==> src/rtl/turbo_pkg.sv <==
// Shared constants and types for the turbo decoder LLR datapath.
// Holds the default frame geometry, the LLR sample type and the permutation mode encodings.
package turbo_pkg;

  localparam int DEF_DATA_SIZE  = 11;
  localparam int DEF_BLOCK_SIZE = 21;
  localparam int DEF_ADDR_W     = 5;
  localparam int DEF_STEP       = 5;
  localparam int DEF_OFFSET     = 0;

  typedef logic signed [DEF_DATA_SIZE-1:0] llr_t;

  localparam logic MODE_INTLV   = 1'b0;
  localparam logic MODE_DEINTLV = 1'b1;

endpackage

==> src/rtl/llr_perm_addr.sv <==
// Frame index counter with an incrementally generated permuted address pi(idx) = (STEP*idx + OFFSET) mod K.
// No multiplier is used: the permuted address steps by STEP, with a single conditional subtraction of K.
module llr_perm_addr #(
  parameter int K      = 21,
  parameter int ADDR_W = 5,
  parameter int STEP   = 5,
  parameter int OFFSET = 0
) (
  input  logic              clk,
  input  logic              rst,
  input  logic              i_clear,
  input  logic              i_advance,
  output logic [ADDR_W-1:0] o_idx,
  output logic [ADDR_W-1:0] o_perm,
  output logic              o_last
);

  localparam logic [ADDR_W:0]   K_W      = (ADDR_W+1)'(K);
  localparam logic [ADDR_W:0]   STEP_W   = (ADDR_W+1)'(STEP);
  localparam logic [ADDR_W-1:0] LAST_IDX = ADDR_W'(K-1);
  localparam logic [ADDR_W-1:0] OFF_W    = ADDR_W'(OFFSET);

  logic [ADDR_W-1:0] r_idx;
  logic [ADDR_W-1:0] r_perm;
  logic [ADDR_W:0]   w_sum;
  logic [ADDR_W-1:0] w_perm_next;

  // Both operands are below K, so one subtraction always brings the sum back into range.
  always_comb begin
    w_sum       = {1'b0, r_perm} + STEP_W;
    w_perm_next = w_sum[ADDR_W-1:0];
    if (w_sum >= K_W) begin
      w_perm_next = ADDR_W'(w_sum - K_W);
    end
  end

  always_ff @(posedge clk or posedge rst) begin
    if (rst) begin
      r_idx  <= '0;
      r_perm <= OFF_W;
    end else if (i_clear || (i_advance && (r_idx == LAST_IDX))) begin
      r_idx  <= '0;
      r_perm <= OFF_W;
    end else if (i_advance) begin
      r_idx  <= r_idx + 1'b1;
      r_perm <= w_perm_next;
    end
  end

  assign o_idx  = r_idx;
  assign o_perm = r_perm;
  assign o_last = (r_idx == LAST_IDX);

endmodule

==> src/rtl/llr_interleaver.sv <==
// Ping-pong extrinsic LLR buffer that replays each frame in interleaved or deinterleaved order.
// Optional build macro EXT_SCALE_EN scales every accepted sample by 0.75 before it is stored.
module llr_interleaver
  import turbo_pkg::*;
#(
  parameter int DATA_SIZE  = DEF_DATA_SIZE,
  parameter int BLOCK_SIZE = DEF_BLOCK_SIZE,
  parameter int ADDR_W     = DEF_ADDR_W,
  parameter int STEP       = DEF_STEP,
  parameter int OFFSET     = DEF_OFFSET
) (
  input  logic                        clk_p_i,
  input  logic                        reset_p_i,
  input  logic                        mode_i,
  input  logic                        in_valid_i,
  output logic                        in_ready_o,
  input  logic signed [DATA_SIZE-1:0] in_data_i,
  output logic                        out_valid_o,
  input  logic                        out_ready_i,
  output logic signed [DATA_SIZE-1:0] out_data_o,
  output logic                        out_last_o
);

  localparam int K = BLOCK_SIZE;

  logic signed [DATA_SIZE-1:0] r_mem [2][K];
  logic [1:0]                  r_full;
  logic [1:0]                  r_mode;
  logic                        r_wb;
  logic                        r_rb;
  logic                        r_out_valid;
  logic                        r_out_last;
  logic signed [DATA_SIZE-1:0] r_out_data;

  logic [ADDR_W-1:0]           w_widx, w_wperm, w_waddr;
  logic [ADDR_W-1:0]           w_ridx, w_rperm, w_raddr;
  logic                        w_wlast, w_rlast;
  logic                        w_wr, w_rd, w_wmode;
  logic signed [DATA_SIZE-1:0] w_wdata;
  logic signed [DATA_SIZE-1:0] w_rdata;

  assign in_ready_o = !reset_p_i && !r_full[r_wb];
  assign w_wr       = in_valid_i && in_ready_o;

  // The first sample of a frame uses the live mode input; later samples use the latched bank mode.
  assign w_wmode = (w_widx == '0) ? mode_i : r_mode[r_wb];
  assign w_waddr = (w_wmode == MODE_DEINTLV) ? w_wperm : w_widx;

`ifdef EXT_SCALE_EN
  assign w_wdata = (in_data_i >>> 1) + (in_data_i >>> 2);
`else
  assign w_wdata = in_data_i;
`endif

  // The output register refills whenever it is empty or being consumed, giving one sample per cycle.
  assign w_rd    = r_full[r_rb] && (!r_out_valid || out_ready_i);
  assign w_raddr = (r_mode[r_rb] == MODE_INTLV) ? w_rperm : w_ridx;
  assign w_rdata = r_mem[r_rb][w_raddr];

  llr_perm_addr #(
    .K      (K),
    .ADDR_W (ADDR_W),
    .STEP   (STEP),
    .OFFSET (OFFSET)
  ) u_wr_addr (
    .clk       (clk_p_i),
    .rst       (reset_p_i),
    .i_clear   (1'b0),
    .i_advance (w_wr),
    .o_idx     (w_widx),
    .o_perm    (w_wperm),
    .o_last    (w_wlast)
  );

  llr_perm_addr #(
    .K      (K),
    .ADDR_W (ADDR_W),
    .STEP   (STEP),
    .OFFSET (OFFSET)
  ) u_rd_addr (
    .clk       (clk_p_i),
    .rst       (reset_p_i),
    .i_clear   (1'b0),
    .i_advance (w_rd),
    .o_idx     (w_ridx),
    .o_perm    (w_rperm),
    .o_last    (w_rlast)
  );

  always_ff @(posedge clk_p_i) begin
    if (w_wr) begin
      r_mem[r_wb][w_waddr] <= w_wdata;
    end
  end

  // A write only targets a non-full bank and a read only a full one, so the two never touch the same flag.
  always_ff @(posedge clk_p_i or posedge reset_p_i) begin
    if (reset_p_i) begin
      r_full      <= '0;
      r_mode      <= '0;
      r_wb        <= 1'b0;
      r_rb        <= 1'b0;
      r_out_valid <= 1'b0;
      r_out_data  <= '0;
      r_out_last  <= 1'b0;
    end else begin
      if (w_wr) begin
        if (w_widx == '0) begin
          r_mode[r_wb] <= mode_i;
        end
        if (w_wlast) begin
          r_full[r_wb] <= 1'b1;
          r_wb         <= ~r_wb;
        end
      end
      if (!r_out_valid || out_ready_i) begin
        r_out_valid <= r_full[r_rb];
      end
      if (w_rd) begin
        r_out_data <= w_rdata;
        r_out_last <= w_rlast;
        if (w_rlast) begin
          r_full[r_rb] <= 1'b0;
          r_rb         <= ~r_rb;
        end
      end
    end
  end

  assign out_valid_o = r_out_valid;
  assign out_data_o  = r_out_data;
  assign out_last_o  = r_out_last;

endmodule

==> config.mk <==
export PLATFORM = sky130hd
export DESIGN_NAME = llr_interleaver
export DESIGN_NICKNAME = d
export VERILOG_FILES = /design/src/rtl/turbo_pkg.sv /design/src/rtl/llr_perm_addr.sv /design/src/rtl/llr_interleaver.sv
export SDC_FILE = /design/constraint.sdc
export NUM_CORES = 1
export LEC_CHECK = 0
export ABC_AREA = 1
export CORE_MARGIN = 2
export CORE_UTILIZATION = 39
export DETAILED_ROUTE_END_ITERATION = 10
export GPL_ROUTABILITY_DRIVEN = 0
export PLACE_DENSITY_LB_ADDON = 0.1
export SLEW_MARGIN = 20
export SYNTH_ARGS = -nofsm -noshare
export SYNTH_HDL_FRONTEND = slang
export SYNTH_SLANG_ARGS = --single-unit
==> constraint.sdc <==
create_clock -name clk_p_i -period 8.27 [get_ports clk_p_i]
set_input_delay 1.2405 -clock clk_p_i [delete_from_list [all_inputs] [get_ports clk_p_i]]
set_output_delay 1.2405 -clock clk_p_i [all_outputs]
set_load 0.02 [all_outputs]
==> run_results.csv <==
group,metric,value,unit
detailed_routing,via_count,14300,
worst_setup_path,crit-reg2reg-launch,"r_rb",
finish,lay_top_cells,"462 x edfxtp_1, 427 x nand2_1, 259 x nand3_1",
clocking,cts_hold_buf,0,
worst_setup_path,crit_type,"reg -> reg",
timing,hold_viol,0,
worst_setup_path,cp-startpoint,"r_rb",
die,die_area,57600,µm²
global_routing,grt_max_degree,188,
clocking,post_cts_buffers,0,
power_and_ir_drop,max-vdd-ir-drop,0.231,mV
worst_setup_path,cp.arrival,4.96,ns
synth,synth_cells,1944,
timing,finalMaxSlewViolations,0,
synth,syn_area,21700,µm²
timing,rsz0062_at_grt,"false",
global_routing,grt_antenna_before_repair,1,
detailed_routing,drt-total-wl,61900,µm
placed_design,dp_hpwl,35100,µm
synth,top_cell_area_share,0.639,
synth,synth_cell_type_count,43,
synth,synth_seq_share,0.684,
global_routing,grt_pass1_wl,92300,µm
timing,fin_setup_tns,0,ns
run,tool_warnings,32,
clocking,clkTransAtPathRegs,0.06,ns
worst_setup_path,critPathRequiredTime,8.80,ns
die,ioPinCount,30,
synth,ys_async_sr_fraction,0.0778,
worst_setup_path,r2r_setup_slack,3.84,ns
global_routing,grt_use_total,0.219,
power_and_ir_drop,powerDensity,364,nW/µm²
clocking,cts_tree,"yes",
finish,nets,1969,
outcome,outcome,"finished clean",
finish,layout-drive-gt1-share,0.0910,
clocking,cts_resized,0,
detailed_routing,route.detailed.drc,0,
clocking,clockBufferDepth,3,
timing,tightestPinTransition,1.22,ns
power_and_ir_drop,p_leak,0.00879,µW
worst_setup_path,endpoint,"out_data_o[7]",
synth,synth-main-ff-cell,"edfxtp_1",
timing,fmax,226,MHz
die,core-area,55100,µm²
==> registers in the layout (all words and copies together) (netlist names) <==
register and cells:
r_full 2, u_wr_addr.o_perm 5, r_mode 2, u_rd_addr.o_perm 5
r_wb 1, r_rb 1, u_rd_addr.o_idx 5, r_mem 462
out_data_o 11, out_valid_o 1, u_wr_addr.o_idx 5, out_last_o 1
==> power by group <==
part / leakage (µW) / internal, µW / switching, µW
logic: 0.00335 / 988 / 2540
registers: 0.00462 / 2890 / 88.2
clock network: 0.000819 / 1320 / 1010
total: 0.00879 / 5190 / 3640
==> cell families (layout without fill, tap and decap cells) <==
family / count (synthesis) / in the layout / share of synthesized area
and+or+nand+nor: 977 / 977 / 0.195
DFF: 501 / 501 / 0.684
AOI/OAI and AO/OA: 234 / 234 / 0.0645
buffers and inverters: 199 / 245 / 0.0405
muxes: 16 / 16 / 0.00738
xor gates and xnor gates: 9 / 9 / 0.00363
adders and majority gates: 8 / 8 / 0.00461
==> metrics by stage <==
| stage | cells | hold WS [ns] | instance area (µm²) |
|---|---|---|---|
| finish | 2738 | 0.492 | 24300 |
| global route | 2738 | 0.527 | 24300 |
| CTS | 2737 | 0.494 | 24200 |
| detailed placement | 2636 | 0.471 | 22600 |
| global placement | 2636 | 0.471 | 22500 |
| floorplan | 1944 | 0.476 | 21700 |
==> critical path: stages (launching register included) <==
cell	delay, ns
dfrtp_4	0.41
buf_12	0.47
inv_4	0.53
nand2_2	0.29
nand2_2	0.15
nand2_2	0.58
nand2_4	0.69
nand2_1	0.22
nand3_1	0.11
nand3_1	0.27
nand3_1	0.11
nand2_1	0.15
nand2_1	0.10
a21oi_1	0.14
==> cell type report <==
class                      instances  area (µm²)
clock buffer                      64        1390
inverter                          93         352
tap                              748         936
timing repair buffer              51         425
sequential                       501       14900
multi-input combinational       1244        6030
fill                            5196       30800
clock inverter                    37         283
==> synth_stat cells, drive strengths merged, types with 3 or more instances <==
cell,n
o21bai,3
and2,19
ha,8
or2,34
nand4,3
nand3,262
xor2,7
dfrtp,39
clkbuf,39
o21ai,127
inv,91
buf,67
edfxtp,462
mux2i,16
nand3b,10
a21boi,64
nor2,203
nor3,6
a21oi,32
nand2,437
==> per-layer routing <==
layer | global-route usage | routed length (µm)
met5 | 0 | 0
met4 | 0.0649 | 1620
met3 | 0.0370 | 3850
met2 | 0.344 | 28800
met1 | 0.314 | 27600
==> worst min path at each step <==
stage / from / depth (start not counted) / end
floorplan: u_wr_addr.o_idx[3] / 1 / u_wr_addr.o_idx[3]
global placement: out_last_o / 2 / out_last_o
detailed placement: out_last_o / 2 / out_last_o
CTS: out_last_o / 2 / out_last_o
global route: out_last_o / 2 / out_last_o
finish: out_last_o / 2 / out_last_o
### Cells by drive strength

The bar under the picture is 50 µm long.
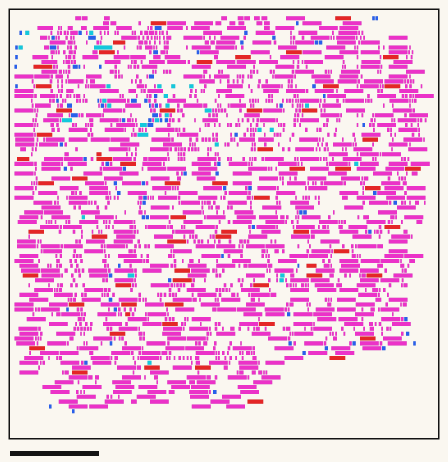
| color | size | cells | share | most used |
|---|---|---|---|---|
| magenta | drive 1 or less | 1809 | 91% | edfxtp_1 |
| cyan | drive 3 to 4 | 28 | 1.4% | buf_4 |
| red | drive 6 and up | 63 | 3.2% | clkbuf_16 |
| blue | drive 2 | 90 | 4.5% | or2_2 |

### Clock routing

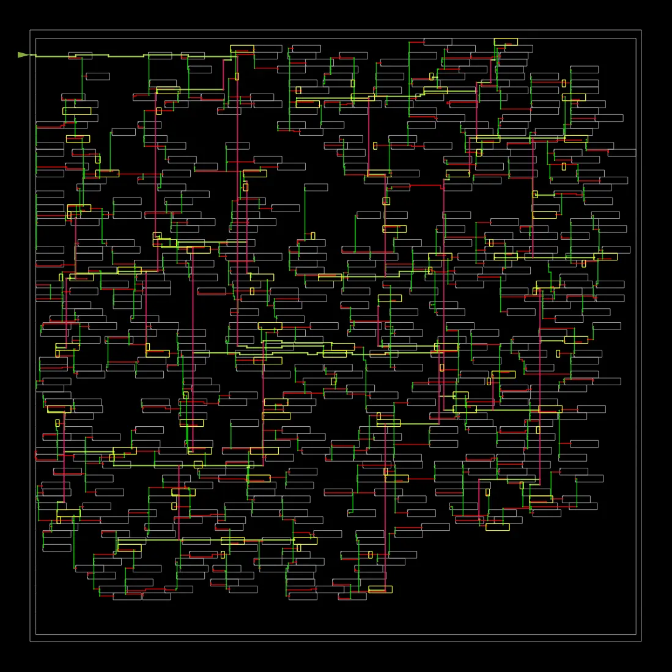
clock buffers: 64
skew final: 0.0181 ns
registers: 501

### Clock network drawn from the DEF

The bar under the picture is 50 µm long.
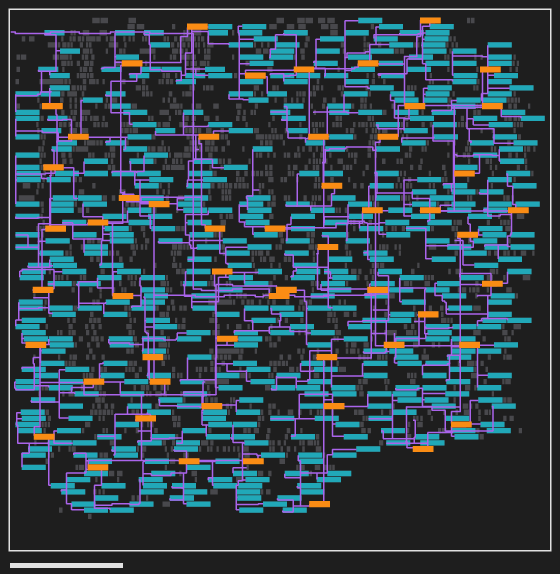
[purple] clock wires | length: 6600 µm
[cyan] flip-flops | count: 501
[orange] cells driving clock nets | count: 54
routed clock nets: 55
flops lie: all over the die

### Sequential cells grouped by signal name

Other sequential cells in the stronger gray, the rest of the logic in the fainter gray.
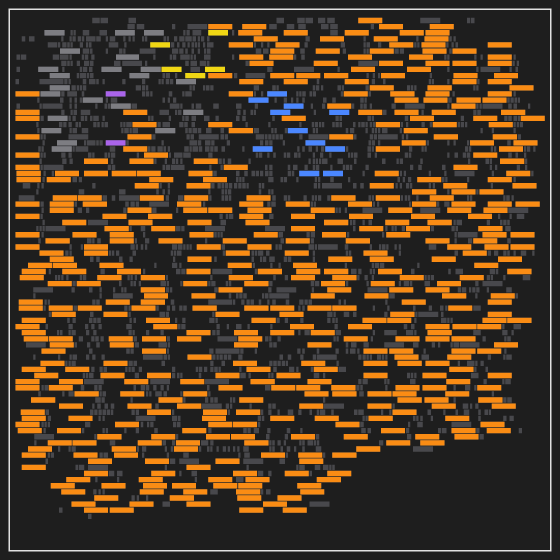
| color | signal | sequential cells |
|---|---|---|
| blue | `out_data_o` | 11 |
| orange | `r_mem` | 462 |
| yellow | `u_rd_addr.o_perm` | 5 |
| purple | `r_full` | 2 |

Power is estimated from default activity; no workload was simulated.
